==> images/met1.png <==
Bar = 50 um.
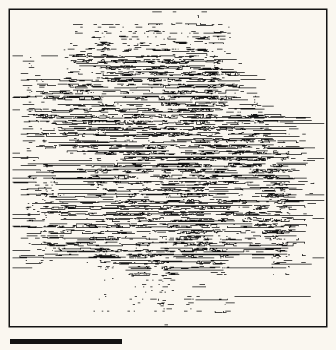
==> images/met3.png <==
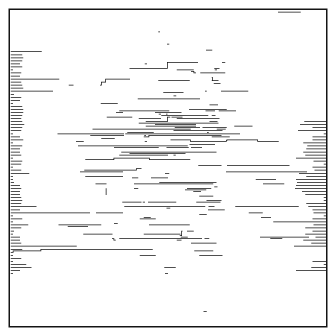
==> images/final_congestion.png <==
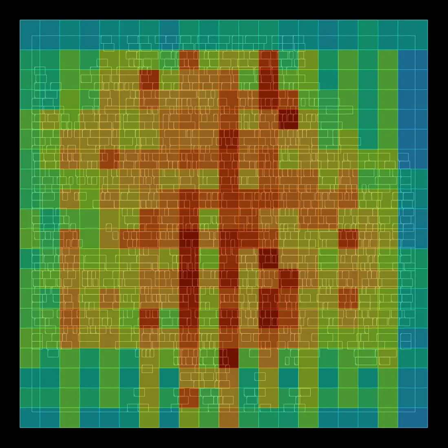
==> images/met2.png <==
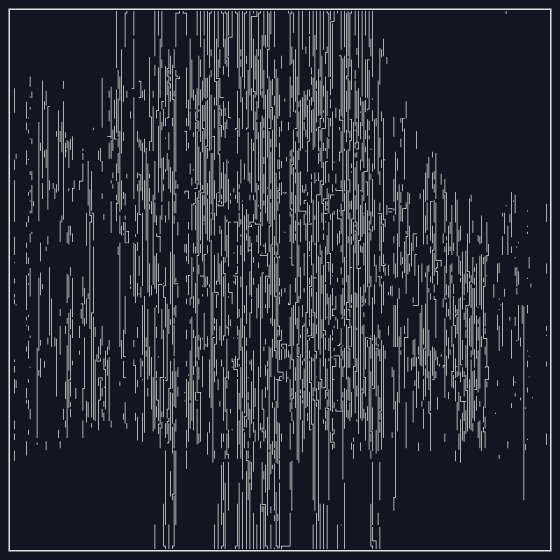
`config.mk`:
```
export PLATFORM = sky130hd
export DESIGN_NAME = node_frame_streamer
export DESIGN_NICKNAME = d
export VERILOG_FILES = /design/src/rtl/sim_pkg.sv /design/src/rtl/pix_clamp.sv /design/src/rtl/node_frame_streamer.sv
export SDC_FILE = /design/constraint.sdc
export NUM_CORES = 1
export LEC_CHECK = 0
export CAP_MARGIN = 20
export CORE_MARGIN = 4
export CORE_UTILIZATION = 40
export CTS_CLUSTER_DIAMETER = 40
export DETAILED_ROUTE_END_ITERATION = 6
export GPL_TIMING_DRIVEN = 0
export PLACE_DENSITY = 0.81
export SLEW_MARGIN = 20
export SYNTH_ARGS = -nofsm -noshare
export SYNTH_HDL_FRONTEND = slang
export SYNTH_SLANG_ARGS = --single-unit
```
`constraint.sdc`:
```
create_clock -name clk -period 2.6 [get_ports clk]
set_clock_uncertainty 0.05 [all_clocks]
set_input_delay 0.52 -clock clk [delete_from_list [all_inputs] [get_ports clk]]
set_output_delay 0.52 -clock clk [all_outputs]
set_load 0.01 [all_outputs]
```
`src/rtl/sim_pkg.sv`:
```
// Shared constants and state encoding for the node frame streamer.
package sim_pkg;
    localparam int FRAC_BITS = 16;
    localparam int SCREEN_W  = 640;
    localparam int SCREEN_H  = 480;
    localparam int PIX_W     = 10;

    typedef enum logic {
        IDLE,
        STREAM
    } state_t;
endpackage

```
`src/rtl/pix_clamp.sv`:
```
// Combinational Q16.16 -> pixel conversion with clamp to [0, LIMIT-1].
module pix_clamp
    import sim_pkg::*;
#(
    parameter int LIMIT = SCREEN_W
) (
    input  logic [31:0]      coord,
    output logic [PIX_W-1:0] pix,
    output logic             clip
);
    localparam logic signed [31:0] MAX_V = 32'(LIMIT - 1);

    // Arithmetic shift floors toward -inf, so -0.5 lands on -1 and clamps.
    logic signed [31:0] ipart;
    assign ipart = $signed(coord) >>> FRAC_BITS;

    // Clamp the integer part into the visible range and flag any clamping.
    always_comb begin
        pix  = ipart[PIX_W-1:0];
        clip = 1'b0;
        if (ipart < 0) begin
            pix  = '0;
            clip = 1'b1;
        end else if (ipart > MAX_V) begin
            pix  = MAX_V[PIX_W-1:0];
            clip = 1'b1;
        end
    end
endmodule

```
`src/rtl/node_frame_streamer.sv`:
```
// Snapshots node positions on frame_tick and streams one clamped (px,py)
// beat per node over valid/ready, in index order.
module node_frame_streamer
    import sim_pkg::*;
#(
    parameter int NODE_COUNT = 5,
    parameter int IDX_W      = 3
) (
    input  logic                    clk,
    input  logic                    reset,
    input  logic                    frame_tick,
    input  logic [NODE_COUNT*32-1:0] nodes_x,
    input  logic [NODE_COUNT*32-1:0] nodes_y,
    output logic                    out_valid,
    input  logic                    out_ready,
    output logic [PIX_W-1:0]        out_px,
    output logic [PIX_W-1:0]        out_py,
    output logic [IDX_W-1:0]        out_idx,
    output logic                    out_last,
    output logic                    out_clipped,
    output logic                    busy,
    output logic [15:0]             overrun_cnt
);
    localparam logic [IDX_W-1:0] LAST_IDX = IDX_W'(NODE_COUNT - 1);

    logic [NODE_COUNT-1:0][PIX_W-1:0] cx_px, cy_py, snap_px, snap_py;
    logic [NODE_COUNT-1:0]            cx_clip, cy_clip, snap_clip;

    genvar g;
    generate
        for (g = 0; g < NODE_COUNT; g++) begin : g_conv
            pix_clamp #(.LIMIT(SCREEN_W)) u_cx (
                .coord (nodes_x[g*32 +: 32]),
                .pix   (cx_px[g]),
                .clip  (cx_clip[g])
            );
            pix_clamp #(.LIMIT(SCREEN_H)) u_cy (
                .coord (nodes_y[g*32 +: 32]),
                .pix   (cy_py[g]),
                .clip  (cy_clip[g])
            );
        end
    endgenerate

    state_t           state, state_n;
    logic [IDX_W-1:0] idx, idx_n;
    logic             hs, capture, drop;

    assign hs        = out_valid & out_ready;
    assign out_valid = (state == STREAM);
    assign busy      = (state == STREAM);
    assign out_idx   = idx;

    // Next state / index; a tick on the final handshake chains the next frame.
    always_comb begin
        state_n = state;
        idx_n   = idx;
        capture = 1'b0;
        drop    = 1'b0;
        case (state)
            IDLE: begin
                if (frame_tick) begin
                    state_n = STREAM;
                    idx_n   = '0;
                    capture = 1'b1;
                end
            end
            STREAM: begin
                if (hs && idx == LAST_IDX) begin
                    idx_n = '0;
                    if (frame_tick) capture = 1'b1;
                    else            state_n = IDLE;
                end else begin
                    drop = frame_tick;
                    if (hs) idx_n = idx + IDX_W'(1);
                end
            end
            default: state_n = IDLE;
        endcase
    end

    // State, index and snapshot registers.
    always_ff @(posedge clk) begin
        if (!reset) begin
            state     <= IDLE;
            idx       <= '0;
            snap_px   <= '0;
            snap_py   <= '0;
            snap_clip <= '0;
        end else begin
            state <= state_n;
            idx   <= idx_n;
            if (capture) begin
                snap_px   <= cx_px;
                snap_py   <= cy_py;
                snap_clip <= cx_clip | cy_clip;
            end
        end
    end

    // Beat registers: node 0 comes straight from the converters on capture,
    // later beats from the snapshot; zeroed whenever no beat is presented.
    always_ff @(posedge clk) begin
        if (!reset || state_n != STREAM) begin
            out_px      <= '0;
            out_py      <= '0;
            out_clipped <= 1'b0;
            out_last    <= 1'b0;
        end else begin
            out_last <= (idx_n == LAST_IDX);
            if (capture) begin
                out_px      <= cx_px[0];
                out_py      <= cy_py[0];
                out_clipped <= cx_clip[0] | cy_clip[0];
            end else begin
                out_px      <= snap_px[idx_n];
                out_py      <= snap_py[idx_n];
                out_clipped <= snap_clip[idx_n];
            end
        end
    end

    // Saturating count of ticks that arrive while a frame is still streaming.
    always_ff @(posedge clk) begin
        if (!reset)
            overrun_cnt <= '0;
        else if (drop && overrun_cnt != 16'hFFFF)
            overrun_cnt <= overrun_cnt + 16'd1;
    end
endmodule

```
==> impl_metrics.toml <==
# yosys + openroad results
[die]
io_pins = 367
chip_area_um2 = 20000

[cts]
post_cts.repair.setup_buffers = 0
cts.htree.levels = 4
cts_repair_resize_count = 0

[final_layout]
layoutNonFillerInstCount = 1314
top_regs = "snap_px x50, snap_py x50, overrun_cnt x16"

[synth]
simple_gate_share_pct = 19.5
post_synth_main_logic_family = "AND-OR/OR-AND gates"
yosys-top-cells-count = "sky130_fd_sc_hd__dfxtp_1 (147), sky130_fd_sc_hd__a21oi_1 (98), sky130_fd_sc_hd__nand2_1 (74)"
post-synth-top-count-cell = "sky130_fd_sc_hd__dfxtp_1"
async_reset_ff_share_pct = 0
yosysWarningCount = 0
enable_flop_cells = 0
post_synth_ao_oa_area_fraction_pct = 23.4

[run_status]
status = "finished, final reports clean"

[placed_design]
gp_routability_congestion = 0.905

[sta]
layout_min_cycle_time_ns = 2.53
max_slew.worst_pin.slew_ns = 0.624
finalHoldViolations = 0
timing.final.setup_violations = 0

[pwr]
power_mw = 5.70

[global_route]
grt_overflow_total = 0
grt_first_pass_wirelength_mm = 36.8

[critical_path]
crit_path_cell_trace = "inv_1 -> ha_1 -> and2_4 -> o311ai_2 -> buf_6 -> buf_6 -> mux2i_1 -> o21ai_0 -> a211o_1"
endpoint_kind = "flop"
setup.worst_path.start_class = "flop"
crit_arrival_ns = 2.79

[drt]
via_per_inst = 5.59
-- met1.png (at the start) --
wire length on this layer	10100 um
share of all routed wire	42%
main direction	horizontal
nets with wire on the layer	1136

-- met3.png (at the start) --
longest straight run	51.1 um
nets with wire on the layer	210
share of all routed wire	9.7%
wire length on this layer	2350 um
main direction	horizontal

-- final_congestion.png (at the start) --
Global Route Usage Sum: 23.4%
met1 usage: 31.2%

-- met2.png (at the start) --
nets with wire on the layer	1047
longest straight run	50.7 um
main direction	vertical
wire length on this layer	11100 um

## worst min-delay path, cell delays in order (launching register included)
cell and delay, ns:
sky130_fd_sc_hd__dfxtp_1 0.31, sky130_fd_sc_hd__nand2_1 0.05, sky130_fd_sc_hd__a21oi_1 0.05
## final timing paths
check                end  cells after the start
max            out_py[1]                      9
min          snap_px[38]                      2
max reg2reg    out_py[1]                      9
min reg2reg  snap_px[38]                      2
## kinds of logic (layout without fill, tap and decap cells)
logic type | after synthesis | in the layout
and+or+nand+nor | 274 | 274
AOI/OAI and AO/OA | 259 | 259
DFF | 147 | 147
buffers and inverters | 113 | 348
muxes | 46 | 46
xor gates and xnor gates | 12 | 12
adders and majority gates | 3 | 3
## cell type report
class | count | area share (%)
tap | 225 | 2.80
sequential | 147 | 29.2
multi-input combinational | 594 | 36.7
inverter | 43 | 1.60
clock buffer | 20 | 4.63
clock inverter | 12 | 1.28
buffer | 70 | 3.59
timing repair buffer | 203 | 20.2
## stage by stage
| step | cell area, um2 | hold slack [ns] | worst slack [ns] | setup TNS, ns |
|---|---|---|---|---|
| after global routing | 10100 | 0.413 | -0.0151 | -0.0151 |
| after floorplan | 7120 | 0.378 | 0.338 | 0 |
| final | 10100 | 0.401 | 0.0714 | 0 |
| after global placement | 9430 | 0.388 | -0.346 | -9.72 |
| after detailed placement | 9430 | 0.395 | -0.376 | -15.28 |
| after CTS | 10000 | 0.401 | 0.0376 | 0 |
## per-layer routing
layer  vias up  global-route usage (%)  wire [um]
met4         0                    7.47        547
met3        44                    5.66       2350
met2       365                    37.5      11100
met5         -                       0          0
li1       3532                       -          -
met1      3410                    31.2      10100
